--- src/rtl/mul_d_pipe.sv ---
// Three-stage 23x23 unsigned multiplier with valid/ready flow control, carrying a tag and
// an operand range-error flag per beat. The 46-bit product feeds red_D.product_i directly.
`timescale 1ns/1ps
module mul_d_pipe #(
   parameter int unsigned Q     = 8380417,
   parameter int unsigned W     = 23,
   parameter int unsigned TAG_W = 8
) (
   input  logic             clk_i,
   input  logic             rst_i,
   input  logic [W-1:0]     a_i,
   input  logic [W-1:0]     b_i,
   input  logic [TAG_W-1:0] tag_i,
   input  logic             in_valid_i,
   output logic             in_ready_o,
   output logic [2*W-1:0]   product_o,
   output logic [TAG_W-1:0] tag_o,
   output logic             range_err_o,
   output logic             out_valid_o,
   input  logic             out_ready_i,
   output logic             busy_o
);

   localparam int unsigned LO_W = 12;
   localparam int unsigned HI_W = W - LO_W;
   localparam int unsigned P_W  = 2 * W;
   localparam logic [W-1:0] Q_L = W'(Q);

   // Handshake: a beat moves into a stage when that stage loads; a stage loads when it is
   // empty or its successor loads, and the output stage's successor is out_ready_i.
   logic             v1_q, v1_d, v2_q, v2_d, v3_q, v3_d;
   logic [W-1:0]     a1_q, a1_d, b1_q, b1_d;
   logic [TAG_W-1:0] tag1_q, tag1_d, tag2_q, tag2_d, tag3_q, tag3_d;
   logic             err1_q, err1_d, err2_q, err2_d, err3_q, err3_d;
   logic [W+LO_W-1:0] pp_lo_q, pp_lo_d;
   logic [W+HI_W-1:0] pp_hi_q, pp_hi_d;
   logic [P_W-1:0]   prod3_q, prod3_d;
   logic             ld1, ld2, ld3;

   assign ld3 = !v3_q || out_ready_i;
   assign ld2 = !v2_q || ld3;
   assign ld1 = !v1_q || ld2;

   always_comb begin
      v1_d    = v1_q;
      a1_d    = a1_q;
      b1_d    = b1_q;
      tag1_d  = tag1_q;
      err1_d  = err1_q;
      v2_d    = v2_q;
      pp_lo_d = pp_lo_q;
      pp_hi_d = pp_hi_q;
      tag2_d  = tag2_q;
      err2_d  = err2_q;
      v3_d    = v3_q;
      prod3_d = prod3_q;
      tag3_d  = tag3_q;
      err3_d  = err3_q;

      if (ld1) begin
         v1_d   = in_valid_i;
         a1_d   = a_i;
         b1_d   = b_i;
         tag1_d = tag_i;
         err1_d = (a_i >= Q_L) || (b_i >= Q_L);
      end

      if (ld2) begin
         v2_d    = v1_q;
         pp_lo_d = {{LO_W{1'b0}}, a1_q} * {{W{1'b0}}, b1_q[LO_W-1:0]};
         pp_hi_d = {{HI_W{1'b0}}, a1_q} * {{W{1'b0}}, b1_q[W-1:LO_W]};
         tag2_d  = tag1_q;
         err2_d  = err1_q;
      end

      // The recombined sum never exceeds 2*W bits for W-bit operands.
      if (ld3) begin
         v3_d    = v2_q;
         prod3_d = {{HI_W{1'b0}}, pp_lo_q} + {pp_hi_q, {LO_W{1'b0}}};
         tag3_d  = tag2_q;
         err3_d  = err2_q;
      end
   end

   always_ff @(posedge clk_i) begin
      if (rst_i) begin
         v1_q    <= 1'b0;
         a1_q    <= '0;
         b1_q    <= '0;
         tag1_q  <= '0;
         err1_q  <= 1'b0;
         v2_q    <= 1'b0;
         pp_lo_q <= '0;
         pp_hi_q <= '0;
         tag2_q  <= '0;
         err2_q  <= 1'b0;
         v3_q    <= 1'b0;
         prod3_q <= '0;
         tag3_q  <= '0;
         err3_q  <= 1'b0;
      end else begin
         v1_q    <= v1_d;
         a1_q    <= a1_d;
         b1_q    <= b1_d;
         tag1_q  <= tag1_d;
         err1_q  <= err1_d;
         v2_q    <= v2_d;
         pp_lo_q <= pp_lo_d;
         pp_hi_q <= pp_hi_d;
         tag2_q  <= tag2_d;
         err2_q  <= err2_d;
         v3_q    <= v3_d;
         prod3_q <= prod3_d;
         tag3_q  <= tag3_d;
         err3_q  <= err3_d;
      end
   end

   assign in_ready_o  = !rst_i && ld1;
   assign product_o   = prod3_q;
   assign tag_o       = tag3_q;
   assign range_err_o = err3_q;
   assign out_valid_o = v3_q;
   assign busy_o      = v1_q || v2_q || v3_q;

endmodule

--- config.mk ---
export PLATFORM = sky130hd
export DESIGN_NAME = mul_d_pipe
export DESIGN_NICKNAME = d
export VERILOG_FILES = /design/src/rtl/mul_d_pipe.sv
export SDC_FILE = /design/constraint.sdc
export NUM_CORES = 2
export LEC_CHECK = 0
export ABC_AREA = 1
export CORE_AREA = 2 2 225 227
export CTS_CLUSTER_SIZE = 30
export DETAILED_ROUTE_END_ITERATION = 16
export DIE_AREA = 0 0 227 229
export HOLD_SLACK_MARGIN = 0.1
export PLACE_DENSITY = 0.84
export REMOVE_ABC_BUFFERS = 1
export SETUP_SLACK_MARGIN = 0.5
export SLEW_MARGIN = 10
export SYNTH_ARGS = -nofsm -noshare
export SYNTH_HDL_FRONTEND = slang
export SYNTH_SLANG_ARGS = --single-unit
--- constraint.sdc ---
create_clock -name clk_i -period 8.1 [get_ports clk_i]
set_input_delay 1.62 -clock clk_i [delete_from_list [all_inputs] [get_ports clk_i]]
set_output_delay 1.62 -clock clk_i [all_outputs]
set_load 0.01 [all_outputs]
### Wire density map

Drawn at 1 px/micron. 23 x 23 tiles, from dark purple (low) to yellow (high), scaled to the fullest tile. Values are wire area over tile area, all layers added.
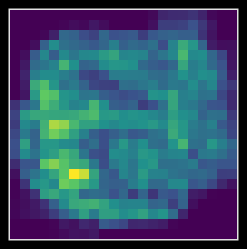
densest ninth of the die = left middle
mean over tiles = 0.22
emptiest ninth of the die = bottom right
tiles over half the peak = 18%
nearly empty tiles = 17%

### Wiring by layer

Drawn at 1.5 px/micron. Only two layers are drawn.
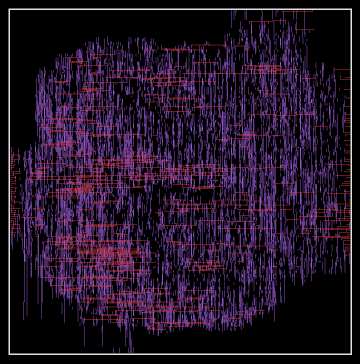
purple -> M2  # wire length 30.9 mm
red -> M3  # wire length 5750 microns

### Gate-type map

Drawn at 1.5 px/micron.
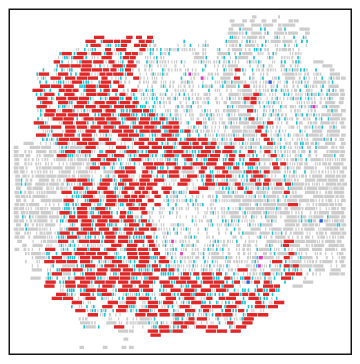
cyan -> inv cells  # cells 973, most used inv_1, where all over the die
blue -> non-inverting ao/oa cells  # cells 3, most used a21o_1
magenta -> and/or cells  # cells 7, most used and2_1
red -> fa/ha/maj cells  # cells 567, most used fa_1

### Cell placement

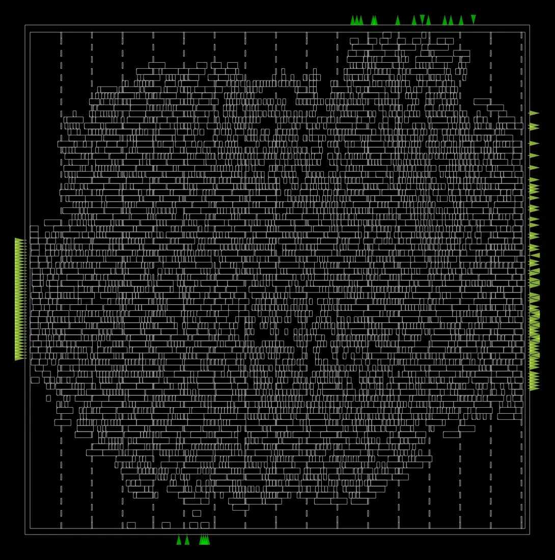
final non-filler cell total: 4576
Core Area: 49700 sq um
final design utilization: 0.584
tap cells: 672

### A small window of the routed layout

Window x 98 to 128, y 100 to 130 microns. Cells in grey, sequential cells in the stronger grey; small squares are vias.
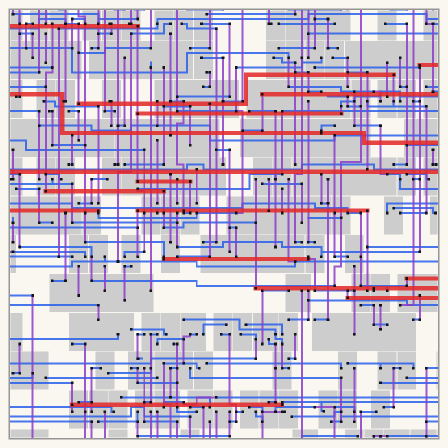
purple -> M2
red -> M3
blue -> M1
most frequent = nand2_1 (40), inv_1 (26), fa_1 (13)
cells with their middle in the window = 95
sequential cells in the window = 0

==> flow_summary.json <==
{
  "ys_cells": 3886,
  "rows": 82,
  "cellLeakagePower_nw": 17.1,
  "gp_congestion": 0.970,
  "syn_area_per_cell_sq_um": 6.92,
  "clock-sinks": 191,
  "largest_register_ffs": 46,
  "vias": 23800,
  "cts.repair.resized": 0,
  "logic_family": "adder cells",
  "critPathBufInv": 7,
  "mux_share": 0,
  "clock_skew_ps": 13.0,
  "synth.cellmix.compoundShare": 0.0686,
  "worstPathMaxFanout": 24,
  "max_stage_delay_ps": 1100,
  "arrival_ps": 6170,
  "warnings": 27,
  "root_buffer": "clkbuf_16",
  "path_clk_slew_ps": 80,
  "setup-violations-final": 0,
  "worst-r2r-cell-count": 22,
  "final_net_count": 4516,
  "pin_count": 116,
  "cts_made_buffers": 17,
  "gr-total-overflow": 0,
  "vdd_drop_max_uv": 172,
  "synth-main-ff-cell": "dfxtp_1",
  "hold_depth": 2,
  "drtIter0Drc": 1857,
  "fin_crit_sh": 0.713,
  "ys_sh_xor": 0.0134,
  "antennaDiodeCount": 0,
  "hold_viol": 0,
  "fin_crit_ps": 5780,
  "clockBufferDepth": 2,
  "cap_violations": 0,
  "power_density_nw_per_um2": 147,
  "hold_slack_ps": 465,
  "holdCritStartpoint": "pp_lo_q[7]",
  "grt_pass1_vias": 24400,
  "die_h_microns": 229,
  "final_layout_size_suffix_gt1_frac": 0.0266,
  "synth_chip_area_sq_um": 26900,
  "syn_inst": 3886,
  "edf_count": 0,
  "clock_latency_ps": 500,
  "cts_tree": "done",
  "ant_nets": 0,
  "reg2reg_to": "pp_lo_q[34]",
  "rr_startpoint": "a1_q[14]",
  "firstDrtPassIters": 5,
  "cp_cell_sequence": "nand2_1 -> fa_1 -> inv_1 -> fa_1 -> inv_1 -> fa_1 -> inv_1 -> fa_1 -> inv_1 -> fa_1 -> inv_1 -> ha_1 -> a21oi_1 -> o21ai_0 -> inv_1 -> nand2_1 -> a21oi_1 -> nand2_1 -> nand2_1 -> nand3_1 -> nand2_1 -> inv_1",
  "cts_setup_buffers": 0,
  "end_kind": "register",
  "rsz0062_at_grt": "false",
  "critPathRequiredTime_ps": 8490,
  "worst_slew_pin_slew_ps": 1240,
  "async_reset_ff_frac": 0,
  "layout_top_cell": "nand2_1",
  "ys_ff": 191,
  "io_buffer_count": 115,
  "chipArea_sq_um": 52000,
  "die_w_microns": 227,
  "slowest_stage": "dfxtp_1",
  "grt_max_degree": 101,
  "critPathMostFrequentCell": "inv_1",
  "outcome": "finished, final reports clean",
  "wl_per_cell_microns": 15.1,
  "grt_util_all_layers": 0.284,
  "synth_cell_type_count": 36
}
synthesized netlist by cell type, drive strengths merged (38+ instances only):
master | instances | area, sq um
o21ai | 189 | 946
nand2 | 1061 | 4030
nor2 | 355 | 1370
a21oi | 124 | 621
xor2 | 38 | 333
dfxtp | 191 | 3820
fa | 399 | 7990
clkbuf | 125 | 469
ha | 168 | 2100
inv | 969 | 3640
nand3 | 130 | 681
worst max path at each step:
stage / end / depth (start not counted)
2_1_floorplan: in_ready_o / 8
3_3_place_gp: in_ready_o / 11
3_5_place_dp: pp_lo_q[34] / 22
4_1_cts: pp_lo_q[34] / 22
5_1_grt: pp_lo_q[34] / 22
6_report: pp_lo_q[34] / 22
kinds of logic (layout without fill, tap and decap cells):
family	Yosys count	after routing
AOI/OAI and AO/OA	350	350
xor gates and xnor gates	41	41
adders and majority gates	567	567
buffers and inverters	1126	1144
DFF	191	191
and+or+nand+nor	1611	1611
area by class of cell:
class                   instances  area (sq um)
multi-input cells            2569         18800
repair buffers                139          1330
clock buffers                  17           425
clock inverters                15           179
well taps                     672           841
flip-flops and latches        191          3820
inverters                     973          3650
fillers                      4588         20600
routing by layer:
metal | part of all wire | GRT usage
met3 | 0.083 | 0.0530
met4 | 0.035 | 0.106
met5 | 0 | 0
met2 | 0.45 | 0.453
met1 | 0.44 | 0.386
metrics by stage:
stage          worst slack (ps)  area [sq um]  total power, mW  std cells
2_1_floorplan              1430         26300             2.65       3733
3_3_place_gp               2480         28400             3.29       4544
3_5_place_dp               2400         28400             3.34       4544
4_1_cts                    2380         29000             4.24       4576
5_1_grt                    1950         29000             4.61       4576
6_report                   2320         29000             4.25       4576
power by group:
part / leakage (nW) / switching (mW) / internal (mW)
registers: 1.58 / 0.183 / 1.10
logic: 15.2 / 1.31 / 0.789
clock network: 0.281 / 0.441 / 0.439
Power is estimated from default activity; no workload was simulated.
